Figure 1. Metal layers overlaid (run 1).
Scale: 6 px per micron.
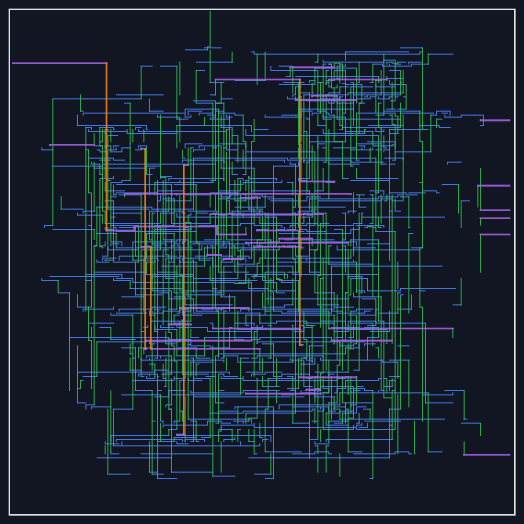
Figure 2. Floorplan with the power grid (run 1).
Scale: 4 px per micron. Pins as bars on the die edge.
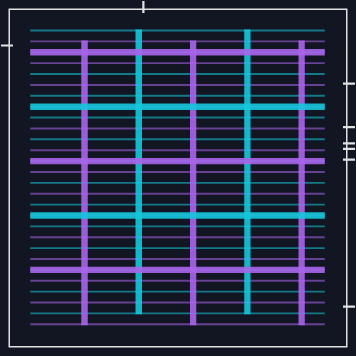
Figure 3. Clock network drawn from the DEF (run 1).
Scale: 3 px per micron.
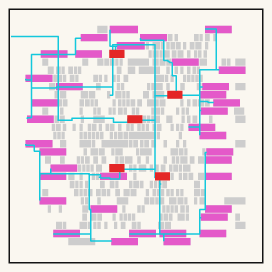
--- config.mk ---
export PLATFORM = sky130hd
export DESIGN_NAME = key_conditioner
export DESIGN_NICKNAME = d
export VERILOG_FILES = /design/src/rtl/key_conditioner.sv
export SDC_FILE = /design/constraint.sdc
export NUM_CORES = 1
export LEC_CHECK = 0
export ABC_AREA = 1
export CAP_MARGIN = 15
export CORE_MARGIN = 5
export CORE_UTILIZATION = 45
export CTS_CLUSTER_SIZE = 12
export DETAILED_ROUTE_END_ITERATION = 8
export SLEW_MARGIN = 40
export SYNTH_ARGS = -nofsm -noshare
export SYNTH_HDL_FRONTEND = slang
export SYNTH_SLANG_ARGS = --single-unit
export TNS_END_PERCENT = 30
--- constraint.sdc ---
create_clock -name clock -period 1.9 [get_ports clock]
set_input_delay 0.19 -clock clock [delete_from_list [all_inputs] [get_ports clock]]
set_output_delay 0.19 -clock clock [all_outputs]
set_load 0.05 [all_outputs]
--- src/rtl/key_conditioner.sv ---
// Push-button conditioner: 2-flop synchronizer, debounce FSM and hold/auto-repeat timing.
// Emits registered single-cycle press, release, long-press and repeat pulses plus a held level.
module key_conditioner #(
  parameter int unsigned DEBOUNCE_CYCLES   = 1_000_000,
  parameter int unsigned LONG_PRESS_CYCLES = 50_000_000,
  parameter int unsigned REPEAT_CYCLES     = 10_000_000,
  parameter bit          KEY_ACTIVE_LOW    = 1'b1
) (
  input  logic clock,
  input  logic reset_n,
  input  logic key_raw,
  output logic press_pulse,
  output logic release_pulse,
  output logic long_press,
  output logic repeat_pulse,
  output logic key_held
);

  localparam int unsigned MaxDbLp   = (DEBOUNCE_CYCLES > LONG_PRESS_CYCLES) ?
                                      DEBOUNCE_CYCLES : LONG_PRESS_CYCLES;
  localparam int unsigned MaxCycles = (MaxDbLp > REPEAT_CYCLES) ? MaxDbLp : REPEAT_CYCLES;
  localparam int unsigned CntW      = $clog2(MaxCycles) + 1;

  localparam logic [CntW-1:0] DbLast  = CntW'(DEBOUNCE_CYCLES - 1);
  localparam logic [CntW-1:0] LpLast  = CntW'(LONG_PRESS_CYCLES - 1);
  localparam logic [CntW-1:0] RepLast = CntW'(REPEAT_CYCLES - 1);
  localparam logic [CntW-1:0] CntOne  = CntW'(1);

  // Raw level seen when the key is not pressed.
  localparam logic RelLevel = KEY_ACTIVE_LOW;

  typedef enum logic [2:0] {
    StIdle    = 3'd0,
    StPressDb = 3'd1,
    StPressed = 3'd2,
    StHeld    = 3'd3,
    StRelDb   = 3'd4
  } state_e;

  logic            sync1;
  logic            sync2;
  logic            key_sync;
  state_e          state;
  logic [CntW-1:0] cnt;

  assign key_sync = KEY_ACTIVE_LOW ? ~sync2 : sync2;

  always_ff @(posedge clock or negedge reset_n) begin
    if (!reset_n) begin
      sync1         <= RelLevel;
      sync2         <= RelLevel;
      state         <= StIdle;
      cnt           <= '0;
      press_pulse   <= 1'b0;
      release_pulse <= 1'b0;
      long_press    <= 1'b0;
      repeat_pulse  <= 1'b0;
      key_held      <= 1'b0;
    end else begin
      sync1         <= key_raw;
      sync2         <= sync1;
      press_pulse   <= 1'b0;
      release_pulse <= 1'b0;
      long_press    <= 1'b0;
      repeat_pulse  <= 1'b0;
      cnt           <= cnt + CntOne;
      case (state)
        StIdle: begin
          cnt      <= '0;
          key_held <= 1'b0;
          if (key_sync) state <= StPressDb;
        end
        StPressDb: begin
          if (!key_sync) begin
            state <= StIdle;
            cnt   <= '0;
          end else if (cnt == DbLast) begin
            state       <= StPressed;
            cnt         <= '0;
            press_pulse <= 1'b1;
            key_held    <= 1'b1;
          end
        end
        StPressed: begin
          key_held <= 1'b1;
          if (!key_sync) begin
            state <= StRelDb;
            cnt   <= '0;
          end else if (cnt == LpLast) begin
            state        <= StHeld;
            cnt          <= '0;
            long_press   <= 1'b1;
            repeat_pulse <= 1'b1;
          end
        end
        StHeld: begin
          key_held <= 1'b1;
          if (!key_sync) begin
            state <= StRelDb;
            cnt   <= '0;
          end else if (cnt == RepLast) begin
            cnt          <= '0;
            repeat_pulse <= 1'b1;
          end
        end
        StRelDb: begin
          // A bounce back to pressed resumes holding without a second press event.
          if (key_sync) begin
            state <= StPressed;
            cnt   <= '0;
          end else if (cnt == DbLast) begin
            state         <= StIdle;
            cnt           <= '0;
            release_pulse <= 1'b1;
            key_held      <= 1'b0;
          end
        end
        default: begin
          state    <= StIdle;
          cnt      <= '0;
          key_held <= 1'b0;
        end
      endcase
    end
  end

endmodule

==> flow_metrics.tcl, run 1 <==
# collected from the flow reports
set metrics [dict create \
    avgSynthCellArea_sq_um 6.828 \
    worstPathRequired_ps 2080 \
    largest_reg_flops 27 \
    drt_iter0_markers 157 \
    drc 0 \
    p_comb_share_pct 45.3 \
    largest_area_cell "dfrtp_1" \
    endpoint_kind "flop" \
    gr-total-overflow 0 \
    hold_buffers 1 \
    hold_class "input pin to flop" \
    fp_util_pct 45.60 \
    leakagePower_nw 1.195 \
    fillers 524 \
    power.group.top "combinational logic" \
    slowest_stage "dfrtp_1" \
    crit_type "flop to flop" \
    synth_top_flop_cell "dfrtp_1" \
    path_delay_family "simple AND/OR/NAND/NOR gates" \
    seq-power_mw 0.892 \
    largest_cell_class "logic gates" \
    ys_chip_area_sq_mm 0.002465 \
    seq_area_share_pct 32.80 \
    synthTopCellsByArea "dfrtp_1, nand2_1, nand3_1, nor2_1, inv_1" \
    cts_tree "yes" \
    fin_ws_ps 107.8 \
    nNetsFinal 387 \
    clkPwrFrac_pct 20.4 \
    tns_ps 0 \
    comb_share_pct 46.86 \
    grt_pass1_vias 2248 \
    hold_start "key_raw" \
    status "complete, no violations" \
]
About Figure 1:
[orange] M4 | wire length: 167 microns
[green] M2 | wire length: 2900 microns
[purple] M3 | wire length: 361 microns
[blue] M1 | wire length: 3010 microns
vias: 2339
drt wl/cell: 14.12 microns
final WL: 6.437 mm
overall global routing resource usage: 18.40%

About Figure 2:
[purple] VSS
[cyan] VDD
rows: 27
signal pins: 8
met5 straps: 5
met1 rails: 28
met4 straps: 5
Die Span X: 84.01 microns
Peak supply drop: 0.4945 mV

About Figure 3:
[magenta] flip-flops | count: 37
[red] clock-net drivers | count: 5
[cyan] clock wires | length: 538 microns
flops lie: widely spread
routed clock nets: 6

Figure 4. Logic cells by family (run 1).
Scale: 3 px per micron.
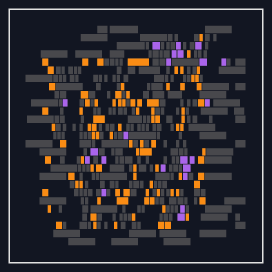

==> run 1 -> run 2 <==
- SETUP_SLACK_MARGIN: not set -> 0.3
- SLEW_MARGIN: 40 -> 20
Figure 5. Logic cells by family (run 2).
Scale: 3 px per micron.
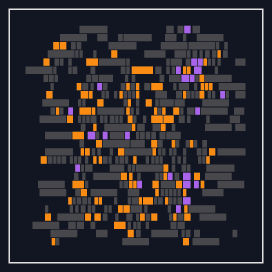
[purple] aoi and oai cells | cells: 22 | most used: o21ai_0
[orange] nor cells | cells: 91 | most used: nor2_1
combinational share of cell area: 47.50%
most common logic cell in the routed design: nand2_1
final non-filler cell total: 458

==> run 2 against run 1 <==
Synthesized area did not move; sequential power barely moved; non-clock buffer count grew 2; via count rose by 2.7%; maximum frequency is 4.0% higher; core utilization grew 2.2 points; sequential share of layout area decreased by 1.2 points; sequential cell count did not move; clock power increased by 17%; clock skew grew 4.6 ps; worst hold slack worse by 290 ps.
==> flow_metrics.tcl, run 2 <==
# collected from the flow reports
set metrics [dict create \
    die_w_microns 84.01 \
    hold_buffers 0 \
    tns_ps 0 \
    drt_iter0_markers 194 \
    hold_class "input pin to asynchronous set/reset pin" \
    leakagePower_nw 1.247 \
    fillers 537 \
    avgSynthCellArea_sq_um 6.828 \
    endpoint_kind "flop" \
    largest_cell_class "logic gates" \
    synth_top_flop_cell "dfrtp_1" \
    crit_type "flop to flop" \
    status "complete, no violations" \
    drt-total-wl_mm 6.790 \
    vdd_drop_max_mv 0.5365 \
    fin_ws_ps 176.6 \
    p_comb_share_pct 45.3 \
    slowest_stage "dfrtp_1" \
    synthTopCellsByArea "dfrtp_1, nand2_1, nand3_1, nor2_1, inv_1" \
    path_delay_family "simple AND/OR/NAND/NOR gates" \
    wl_per_cell_microns 14.83 \
    gr-total-overflow 0 \
    grtUsageTotal_pct 19.32 \
    nNetsFinal 389 \
    grt_pass1_vias 2261 \
    power.group.top "combinational logic" \
    ys_chip_area_sq_mm 0.002465 \
    largest_reg_flops 27 \
    largest_area_cell "dfrtp_1" \
]
Power figures rest on the tool's default switching activity, not on a simulated workload.
